Fig. 1: routed clock nets over the placement
Bar = 20 um.
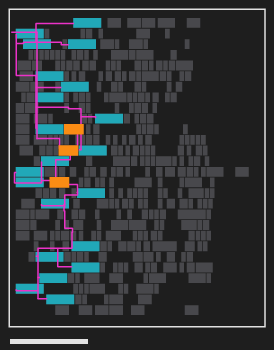
Fig. 2: sequential cells grouped by signal name
Bar = 20 um.
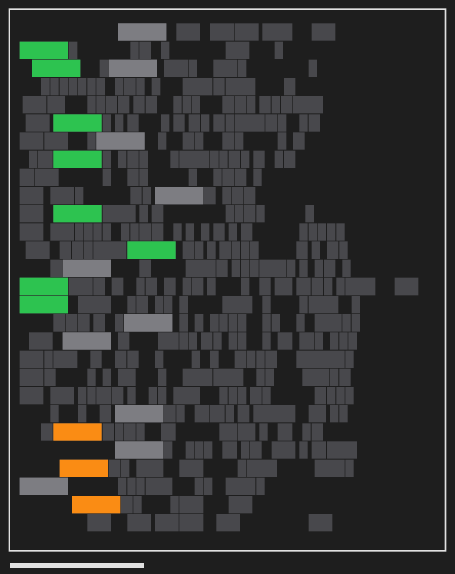
Fig. 3: drive-strength map
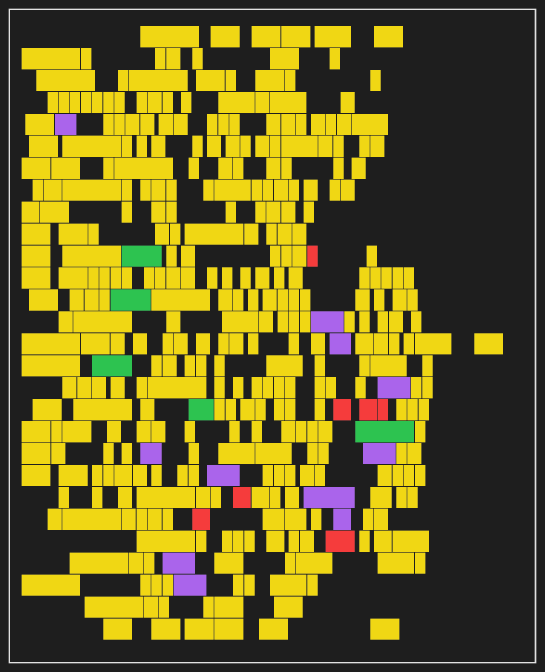
Fig. 4: placed standard cells
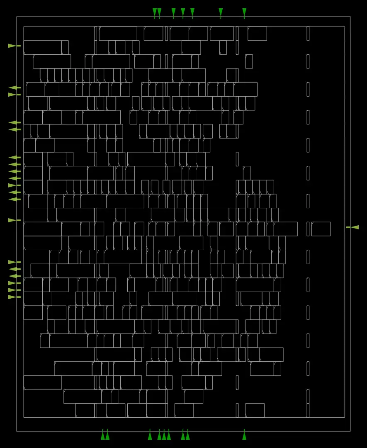
Fig. 5: routed metal per tile
13 x 16 tiles, from dark blue (low) to red (high), scaled to the fullest tile. Values are wire area over tile area, all layers added.
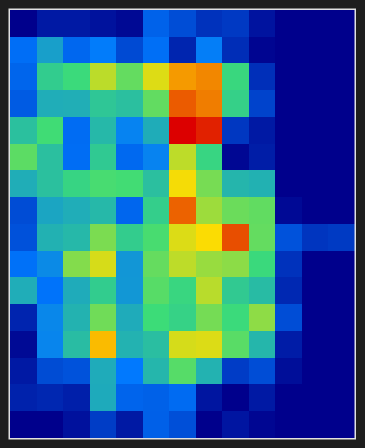
### src/rtl/logic_gate_unit.sv
// logic_gate_unit: registered WIDTH-bit bitwise logic unit with valid/ready handshake and burst accumulate
//   clk, rst            clock, synchronous active-high reset
//   in_valid/in_ready   input beat handshake; in_ready = !rst && (!out_valid || out_ready)
//   in_a, in_b, in_op   operands and gate select (AND OR XOR NAND NOR XNOR PASS_A NOT_A)
//   in_acc, in_last     burst start (IDLE only) and burst end
//   out_valid/out_ready output handshake; out_y result, out_red = &out_y
//   LOGIC_GATE_UNIT_STATS_EN adds out_beats: number of input beats that formed out_y
module logic_gate_unit #(
  parameter int WIDTH = 8
) (
  input  logic             clk,
  input  logic             rst,
  input  logic             in_valid,
  output logic             in_ready,
  input  logic [WIDTH-1:0] in_a,
  input  logic [WIDTH-1:0] in_b,
  input  logic [2:0]       in_op,
  input  logic             in_acc,
  input  logic             in_last,
  output logic             out_valid,
  input  logic             out_ready,
  output logic [WIDTH-1:0] out_y,
  output logic             out_red
`ifdef LOGIC_GATE_UNIT_STATS_EN
  ,
  output logic [15:0]      out_beats
`endif
);
  typedef enum logic {IDLE, ACC} state_t;
  function automatic logic [WIDTH-1:0] f(input logic [WIDTH-1:0] x, input logic [WIDTH-1:0] y, input logic [2:0] op);
    return op == 3'd0 ? x & y :
           op == 3'd1 ? x | y :
           op == 3'd2 ? x ^ y :
           op == 3'd3 ? ~(x & y) :
           op == 3'd4 ? ~(x | y) :
           op == 3'd5 ? ~(x ^ y) :
           op == 3'd6 ? x : ~x;
  endfunction
  state_t state_q, state_d;
  logic [WIDTH-1:0] acc_q, acc_d, y_q, y_d, r;
  logic [2:0] op_q, op_d;
  logic valid_q, valid_d, fire, load, start, in_acc_st;
  always_comb begin
    in_acc_st = state_q == ACC;
    in_ready = !rst && (!valid_q || out_ready);
    fire = in_valid && in_ready;
    r = f(in_acc_st ? acc_q : in_a, in_b, in_acc_st ? op_q : in_op);
    load = fire && (in_acc_st ? in_last : (!in_acc || in_last));
    start = fire && !in_acc_st && in_acc && !in_last;
    state_d = start ? ACC : load ? IDLE : state_q;
    acc_d = fire && !load ? r : acc_q;
    op_d = start ? in_op : op_q;
    y_d = load ? r : y_q;
    valid_d = load || (valid_q && !out_ready);
  end
  always_ff @(posedge clk) begin
    if (rst) begin
      state_q <= IDLE;
      acc_q <= '0;
      op_q <= '0;
      y_q <= '0;
      valid_q <= 1'b0;
    end else begin
      state_q <= state_d;
      acc_q <= acc_d;
      op_q <= op_d;
      y_q <= y_d;
      valid_q <= valid_d;
    end
  end
  assign out_valid = valid_q;
  assign out_y = y_q;
  assign out_red = &y_q;
`ifdef LOGIC_GATE_UNIT_STATS_EN
  logic [15:0] cnt_q, cnt_d, beats_q, beats_d;
  always_comb begin
    cnt_d = !fire ? cnt_q : !in_acc_st ? 16'd1 : &cnt_q ? cnt_q : cnt_q + 16'd1;
    beats_d = load ? cnt_d : beats_q;
  end
  always_ff @(posedge clk) begin
    if (rst) begin
      cnt_q <= '0;
      beats_q <= '0;
    end else begin
      cnt_q <= cnt_d;
      beats_q <= beats_d;
    end
  end
  assign out_beats = beats_q;
`endif
endmodule

### config.mk
export PLATFORM = sky130hd
export DESIGN_NAME = logic_gate_unit
export DESIGN_NICKNAME = d
export VERILOG_FILES = /design/src/rtl/logic_gate_unit.sv
export SDC_FILE = /design/constraint.sdc
export NUM_CORES = 1
export LEC_CHECK = 0
export ABC_AREA = 1
export ABC_CLOCK_PERIOD_IN_PS = 3100
export CAP_MARGIN = 20
export CORE_ASPECT_RATIO = 1.25
export CORE_UTILIZATION = 40
export CTS_CLUSTER_DIAMETER = 150
export DETAILED_ROUTE_END_ITERATION = 10
export PLACE_DENSITY = 0.75
export SYNTH_ARGS = -nofsm -noshare
export SYNTH_HDL_FRONTEND = slang
export SYNTH_SLANG_ARGS = --single-unit
### constraint.sdc
create_clock -name clk -period 3.1 [get_ports clk]
set_input_delay 0.31 -clock clk [delete_from_list [all_inputs] [get_ports clk]]
set_output_delay 0.31 -clock clk [all_outputs]
set_load 0.02 [all_outputs]
==> ci_impl_report.md <==
### Yosys + OpenROAD results

| Metric | Value |
|---|---|
| Number of buffers created by CTS | 3 |
| Power per Cell Area | roughly 310 nW/um2 |
| Worst Hold Endpoint | out_valid |
| Crit share post-route | between 70% and 80% |
| I/O Pins | 36 |
| Hold Crit Depth | 2 |
| Clock root buffer | sky130_fd_sc_hd__clkbuf_8 |
| Maximum operating frequency | between 0.4 and 0.5 GHz |
| Post-DRT Antenna Nets | 0 |
| Net count of the finished layout | approximately 400 |
| Cell count listed in synth_stat.txt | approximately 330 |
| Most common logic cell in the routed design | sky130_fd_sc_hd__nand2_1 |
| Power in combinational cells | around 290 uW |
| P_sw | ~260 uW |
| Number of combinational gates with multiple inputs | about 240 |
| Worst Path Required | around 3300 ps |
| Die extent in x | roughly 65 um |
| Clock tree from TritonCTS | built |
| Top-count cell post-synth | sky130_fd_sc_hd__nand2_1 |
| Run status | completed |
| Fraction of registers with async set or reset after synthesis | 0% |
| Reported sequential group power | between 200 and 300 uW |
| Buffers from clock root to sink, at most | 2 |
| Worst hold path class | flop to flop |
| Post-DP Area | between 2000 and 2500 um2 |
| Syn avg cell area | roughly 6.0 um2 |
| Setup slack, reg-to-reg | 690 ps |
| 1st-iter DRT viols | a little under 90 |
| Via count of the first global-routing pass | about 1900 |
| Synth top area cells | sky130_fd_sc_hd__dfxtp_1, sky130_fd_sc_hd__nand2_1, sky130_fd_sc_hd__ha_1 |
| Half-perimeter wire length of the detailed placement result | 3.86 mm |
| Sequential Power Share | roughly two fifths |
| Number of tap instances | about 60 |
| OpenROAD warning count | 34 |
| Number of H-tree levels | 1 |
| Yosys warning count | 0 |
| Hold violation total from the final report | 0 |
| Critical path capture point | out_y[2] |
| Minimum clock period | 2410 ps |
| Cts-stage hold buffer count | 0 |
| Portion of synthesized cell area occupied by the leading cell type | a little over a fifth |
| Area figure in the yosys stat output | between 1500 and 2000 um2 |
| Hold Path Origin | out_valid |
| Cells after synthesis | about 330 |
| Number of I/O port buffers | 35 |
| Site row count | 28 |
| Buffers inserted during post-CTS setup optimization | 0 |
| Floorplan Utilization | a little over two fifths |
| Switching share of power | 35.0% |
| Count of buffering cells on the critical path with inverters included | 2 |
| Worst reg-to-reg path cell count | 12 |
| Logic depth of the worst path, buffers included | 12 |
| Initial DRT Pass Iterations | 4 |
| Non-Clock Inverter Count | 54 |
| Netlist cell types | 27 |
| Pin count of the biggest net entering global routing | 20 |
| Most area-hungry cell class in the final design | multi-input combinational cells |
| Endpoint class of the critical path | flop |
| Number of filler cells placed in the layout | between 400 and 500 |
| Internal Power | around 500 uW |
| Total design power | roughly 760 uW |
-- Fig. 1 (at the start) --
Key: orange = cells driving clock nets [count 3]; cyan = flip-flops [count 21]; magenta = clock wires [length 250 um]
There are 4 routed clock nets.
clock network power share: 23.0%
clock network power: 174 uW
clk_lat worst skew: 250 ps
Layout Skew: 1.41 ps

-- Fig. 2 (at the start) --
Key: orange = op_q [placed flops 3]; green = out_y [placed flops 8]
Another 10 sequential cells are not coloured.
register share of the cell area: 17.5%
post-layout utilization of the core: 50.4%
area taken by flip-flops and latches: 420 um2

-- Fig. 3 (at the start) --
Key: green = drive 6 and up [cells 5, most used clkbuf_8]; purple = drive 3 to 4 [cells 11, most used nand2_4]; red = drive 2 [cells 7, most used nand2_2]; yellow = drive 1 or less [cells 338, most used nand2_1]
synthesis-to-layout area growth: 20.8%
worst-case setup margin in the final layout: 689 ps
Buffers excl. clock: 38

-- Fig. 4 (at the start) --
Std-Cell Core Area: 4760 um2
Final Non-Filler Cells: 421

-- Fig. 5 (at the start) --
The fullest tile reaches 0.53. 24% of the tiles are nearly empty. 21% of the tiles are over half the peak. The emptiest ninth of the die: top right. The densest ninth of the die: middle. The mean over all tiles is 0.15.
vias post-DR: 2162
routed wire length: 4.97 mm
routed wire length per instance: 11.8 um
total routing resource utilization after global routing: 19.6%

-- logic make-up (layout without fill, tap and decap cells) --
| logic type | after synthesis | in the layout | synth area share [%] |
|---|---|---|---|
| adders and majority gates | 16 | 16 | 10.1 |
| AOI/OAI and AO/OA | 69 | 69 | 17.7 |
| buffers and inverters | 65 | 96 | 14.5 |
| DFF | 21 | 21 | 21.1 |
| and+or+nand+nor | 159 | 159 | 36.5 |
-- registers in the layout, indices dropped and copies added (netlist names) --
signal / flops
in_acc_st: 1
out_valid: 1
out_y: 8
op_q: 3
acc_q: 8
-- routing by layer --
metal / vias to the layer above / wire length (um) / global-route usage (%)
met2: 76 / 2440 / 35.0
met4: 0 / 96 / 7.17
met3: 8 / 276 / 1.26
met1: 964 / 2160 / 24.7
li1: 1114 / - / -
met5: - / 0 / 0
Power figures rest on the tool's default switching activity, not on a simulated workload.
